### src/rtl/mux_scan_controller_pkg.sv
// Shared definitions for the mux scan controller.
//   NUM_CH / SEL_W : channel count of the downstream mux and its select width.
//   ST_*           : FSM state encodings (IDLE, SETTLE, SAMPLE).
//   first_ch()     : lowest enabled channel of a mask (0 when none is enabled).
package mux_scan_controller_pkg;

  localparam int NUM_CH = 16;
  localparam int SEL_W  = 4;

  localparam logic [1:0] ST_IDLE   = 2'd0;
  localparam logic [1:0] ST_SETTLE = 2'd1;
  localparam logic [1:0] ST_SAMPLE = 2'd2;

  function automatic logic [SEL_W-1:0] first_ch(input logic [NUM_CH-1:0] mask);
    first_ch = '0;
    // Descending walk so the lowest set bit is the one that sticks.
    for (int i = NUM_CH - 1; i >= 0; i--) begin
      if (mask[i]) first_ch = SEL_W'(i);
    end
  endfunction

endpackage

### src/rtl/mux_scan_controller_scan_next_ch.sv
// scan_next_ch: combinational search for the channel that follows i_sel.
// Optional feature macro: SCAN_MASK_EN (adds i_mask and the skip search).
// Ports:
//   i_sel  : currently selected channel
//   i_mask : latched channel enables (SCAN_MASK_EN only)
//   o_next : next channel to visit
//   o_last : no further channel follows i_sel
module scan_next_ch
  import mux_scan_controller_pkg::*;
(
  input  logic [SEL_W-1:0]  i_sel,
`ifdef SCAN_MASK_EN
  input  logic [NUM_CH-1:0] i_mask,
`endif
  output logic [SEL_W-1:0]  o_next,
  output logic              o_last
);

`ifdef SCAN_MASK_EN
  always_comb begin
    o_next = '0;
    o_last = 1'b1;
    // Descending walk: the lowest enabled channel above i_sel wins.
    for (int i = NUM_CH - 1; i >= 0; i--) begin
      if (i_mask[i] && (i > int'(i_sel))) begin
        o_next = SEL_W'(i);
        o_last = 1'b0;
      end
    end
  end
`else
  always_comb begin
    o_next = i_sel + SEL_W'(1);
    o_last = (i_sel == SEL_W'(NUM_CH - 1));
  end
`endif

endmodule

### src/rtl/mux_scan_controller.sv
// mux_scan_controller: steps the select of a 16:1 single-bit mux through its
// channels, waits a programmable settle time on each, samples the mux output
// and publishes one 16-bit snapshot per scan.
// Optional feature macro: SCAN_MASK_EN (per-channel enable mask, skips
// disabled channels, disabled bits read back as 0).
// Ports:
//   i_clk, i_rst : clock and synchronous active-high reset
//   i_start      : scan request, honoured only while idle
//   i_dwell      : settle cycles per channel, latched at start
//   i_mask       : channel enables, latched at start (SCAN_MASK_EN only)
//   o_sel        : mux select
//   i_y_in       : mux output
//   o_busy       : scan in progress
//   o_done       : one-cycle completion pulse
//   o_data_out   : snapshot of the last completed scan
module mux_scan_controller
  import mux_scan_controller_pkg::*;
#(
  parameter int unsigned DWELL_W = 8
) (
  input  logic               i_clk,
  input  logic               i_rst,
  input  logic               i_start,
  input  logic [DWELL_W-1:0] i_dwell,
`ifdef SCAN_MASK_EN
  input  logic [NUM_CH-1:0]  i_mask,
`endif
  output logic [SEL_W-1:0]   o_sel,
  input  logic               i_y_in,
  output logic               o_busy,
  output logic               o_done,
  output logic [NUM_CH-1:0]  o_data_out
);

  logic [1:0]         r_state;
  logic [DWELL_W-1:0] r_cnt;
  logic [DWELL_W-1:0] r_d;
  logic [SEL_W-1:0]   r_sel;
  logic               r_busy;
  logic               r_done;
  logic [NUM_CH-1:0]  r_shadow;
  logic [NUM_CH-1:0]  r_data;

  logic [SEL_W-1:0]   w_next;
  logic               w_last;
  logic [NUM_CH-1:0]  w_merged;
  logic [NUM_CH-1:0]  w_scan_word;
  logic [SEL_W-1:0]   w_first;
  logic               w_skip_settle;

`ifdef SCAN_MASK_EN
  logic [NUM_CH-1:0]  r_mask;

  scan_next_ch u_next_ch (
    .i_sel  (r_sel),
    .i_mask (r_mask),
    .o_next (w_next),
    .o_last (w_last)
  );

  assign w_first       = first_ch(i_mask);
  // An empty mask goes straight to SAMPLE, which then completes immediately
  // because no channel follows; the mask below forces the word to zero.
  assign w_skip_settle = (i_dwell == '0) || (i_mask == '0);
  // Shadow bits of disabled channels may be stale from earlier scans.
  assign w_scan_word   = w_merged & r_mask;
`else
  scan_next_ch u_next_ch (
    .i_sel  (r_sel),
    .o_next (w_next),
    .o_last (w_last)
  );

  assign w_first       = '0;
  assign w_skip_settle = (i_dwell == '0);
  assign w_scan_word   = w_merged;
`endif

  // Shadow with the current sample folded in, so the last channel lands in
  // the published word in the same cycle it is sampled.
  always_comb begin
    w_merged        = r_shadow;
    w_merged[r_sel] = i_y_in;
  end

  always_ff @(posedge i_clk) begin
    if (i_rst) begin
      r_state  <= ST_IDLE;
      r_cnt    <= '0;
      r_d      <= '0;
      r_sel    <= '0;
      r_busy   <= 1'b0;
      r_done   <= 1'b0;
      r_shadow <= '0;
      r_data   <= '0;
`ifdef SCAN_MASK_EN
      r_mask   <= '0;
`endif
    end else begin
      r_done <= 1'b0;
      case (r_state)
        ST_IDLE: begin
          if (i_start) begin
            r_d     <= i_dwell;
            r_cnt   <= i_dwell;
            r_sel   <= w_first;
            r_busy  <= 1'b1;
            r_state <= w_skip_settle ? ST_SAMPLE : ST_SETTLE;
`ifdef SCAN_MASK_EN
            r_mask  <= i_mask;
`endif
          end
        end
        ST_SETTLE: begin
          r_cnt <= r_cnt - DWELL_W'(1);
          if (r_cnt == DWELL_W'(1)) r_state <= ST_SAMPLE;
        end
        ST_SAMPLE: begin
          r_shadow <= w_merged;
          if (w_last) begin
            r_data  <= w_scan_word;
            r_done  <= 1'b1;
            r_busy  <= 1'b0;
            r_state <= ST_IDLE;
          end else begin
            r_sel   <= w_next;
            r_cnt   <= r_d;
            r_state <= (r_d == '0) ? ST_SAMPLE : ST_SETTLE;
          end
        end
        default: r_state <= ST_IDLE;
      endcase
    end
  end

  assign o_sel      = r_sel;
  assign o_busy     = r_busy;
  assign o_done     = r_done;
  assign o_data_out = r_data;

endmodule

### config.mk
export PLATFORM = sky130hd
export DESIGN_NAME = mux_scan_controller
export DESIGN_NICKNAME = d
export VERILOG_FILES = /design/src/rtl/mux_scan_controller_pkg.sv /design/src/rtl/mux_scan_controller_scan_next_ch.sv /design/src/rtl/mux_scan_controller.sv
export SDC_FILE = /design/constraint.sdc
export NUM_CORES = 1
export LEC_CHECK = 0
export CAP_MARGIN = 40
export CORE_AREA = 5 5 80 82
export CTS_CLUSTER_DIAMETER = 60
export DETAILED_ROUTE_END_ITERATION = 8
export DIE_AREA = 0 0 85 87
export PLACE_DENSITY = 0.74
export SKIP_LAST_GASP = 1
export SYNTH_ARGS = -nofsm -noshare
export SYNTH_HDL_FRONTEND = slang
export SYNTH_SLANG_ARGS = --single-unit
### constraint.sdc
create_clock -name i_clk -period 1.9 [get_ports i_clk]
set_input_delay 0.57 -clock i_clk [delete_from_list [all_inputs] [get_ports i_clk]]
set_output_delay 0.57 -clock i_clk [all_outputs]
set_load 0.02 [all_outputs]
==> tab_implementation.tex <==
% Generated from flow reports
\begin{tabular}{lr}
\hline
Metric & Value \\
\hline
\multicolumn{2}{l}{\textbf{Yosys}} \\
\quad Post-synth tally of flip-flops with integrated enable & 0 \\
\quad Area of the synthesized netlist per yosys stat & 2679 µm² \\
\quad Main logic family & simple AND/OR/NAND/NOR gates \\
\quad Net count after synthesis & 342 \\
\quad Yosys aoi share & 20.08\% \\
\quad Netlist area before placement & 2679 µm² \\
\quad Top cell type's share of synthesized area & 41.10\% \\
\multicolumn{2}{l}{\textbf{GRT}} \\
\quad Met1 Use GR & 24.91\% \\
\quad Antenna violations before repair & 0 \\
\multicolumn{2}{l}{\textbf{Clocking}} \\
\quad CTS Root Cell & sky130\_fd\_sc\_hd\_\_clkbuf\_8 \\
\quad Count of instances resized after the clock tree is built & 2 \\
\quad Total clock buffers created by CTS & 5 \\
\quad CTS H-Tree Depth & 2 \\
\multicolumn{2}{l}{\textbf{Pwr}} \\
\quad Power drawn by the clock network & 667 µW \\
\quad Power Combinational & 1.68 mW \\
\quad Power per cell area & 1191 nW/µm² \\
\quad Worst-case vdd ir drop & 0.0006018 V \\
\quad Sequential fraction of design power & 40.5\% \\
\quad Group drawing the most power & combinational logic \\
\multicolumn{2}{l}{\textbf{Hold path}} \\
\quad Cells on Worst Hold Path & 2 \\
\multicolumn{2}{l}{\textbf{Outcome}} \\
\quad Result of the run & completed \\
\multicolumn{2}{l}{\textbf{Timing}} \\
\quad Slew Viols, Final & 0 \\
\quad Relative slew slack & 64.95\% \\
\multicolumn{2}{l}{\textbf{Detailed routing}} \\
\quad Met2 Routed Length & 2901 µm \\
\quad Final wirelength & 6377 µm \\
\quad Via count of the routed design & 2448 \\
\multicolumn{2}{l}{\textbf{Layout}} \\
\quad Post-route insts no fill & 441 \\
\quad Number of logic gates & 235 \\
\quad Most instantiated logic cells after routing & 55 x sky130\_fd\_sc\_hd\_\_dfxtp\_1, 45 x sky130\_fd\_sc\_hd\_\_nor2\_1, 45 x sky130\_fd\_sc\_hd\_\_nand2\_1, 31 x sky130\_fd\_sc\_hd\_\_a211oi\_1, 27 x sky130\_fd\_sc\_hd\_\_clkdlybuf4s50\_1 \\
\quad Register fraction of the total cell area & 33.22\% \\
\quad Flip-flop count of the largest register, all copies and words added & 16 \\
\quad Post-layout net count & 387 \\
\multicolumn{2}{l}{\textbf{Setup path}} \\
\quad Data arrival, critical path & 1.27 ns \\
\quad Critical path start-end classification & reg2out \\
\quad Top fanout value on the critical path & 2 \\
\quad Crit path max-delay family & buffers and inverters \\
\quad Bufs and invs on worst path & 1 \\
\quad R2R Path End & r\_cnt[5]\$\_SDFFE\_PP0P\_ \\
\multicolumn{2}{l}{\textbf{Die}} \\
\quad IO Count & 34 \\
\quad Die Span Y & 87 µm \\
\multicolumn{2}{l}{\textbf{Placement}} \\
\quad IO Port Bufs & 33 \\
\hline
\end{tabular}
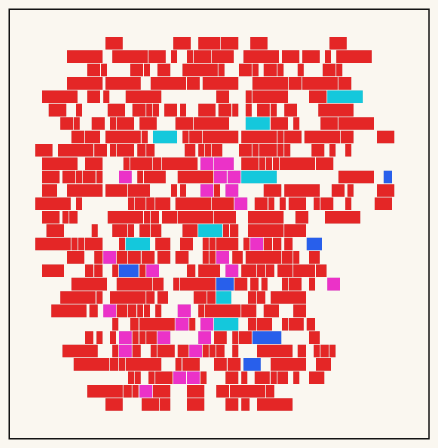
Figure 1: cells by drive strength.
| color | size | cells | share |
|---|---|---|---|
| cyan | x6 and larger | 8 | 2.2% |
| blue | x2 | 6 | 1.6% |
| red | x1 and smaller | 326 | 89% |
| magenta | x3 and x4 | 26 | 7.1% |
Worst Setup Slack, final: 0.06038 ns
number of buffers outside the clock class in the layout: 59
Finished Cell Area: 3314 µm²
Area growth, synth to finish: 23.73%

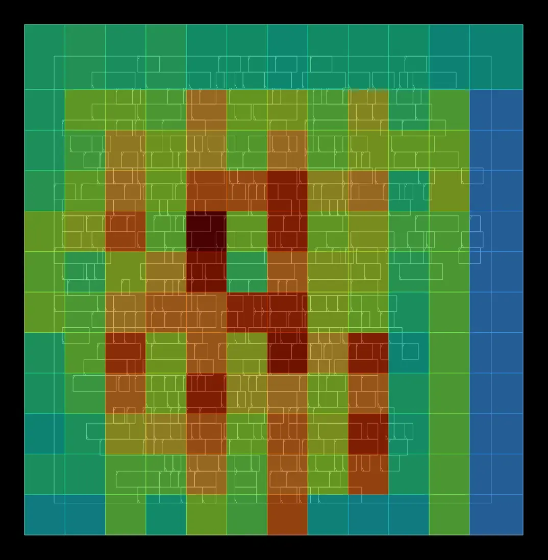
Figure 2: track usage over the die.
busiest metal layer after global routing: met2
WL per Instance: 14.46 µm
combined global-route utilization of all metal layers: 17.84%

Power figures rest on the tool's default switching activity, not on a simulated workload.
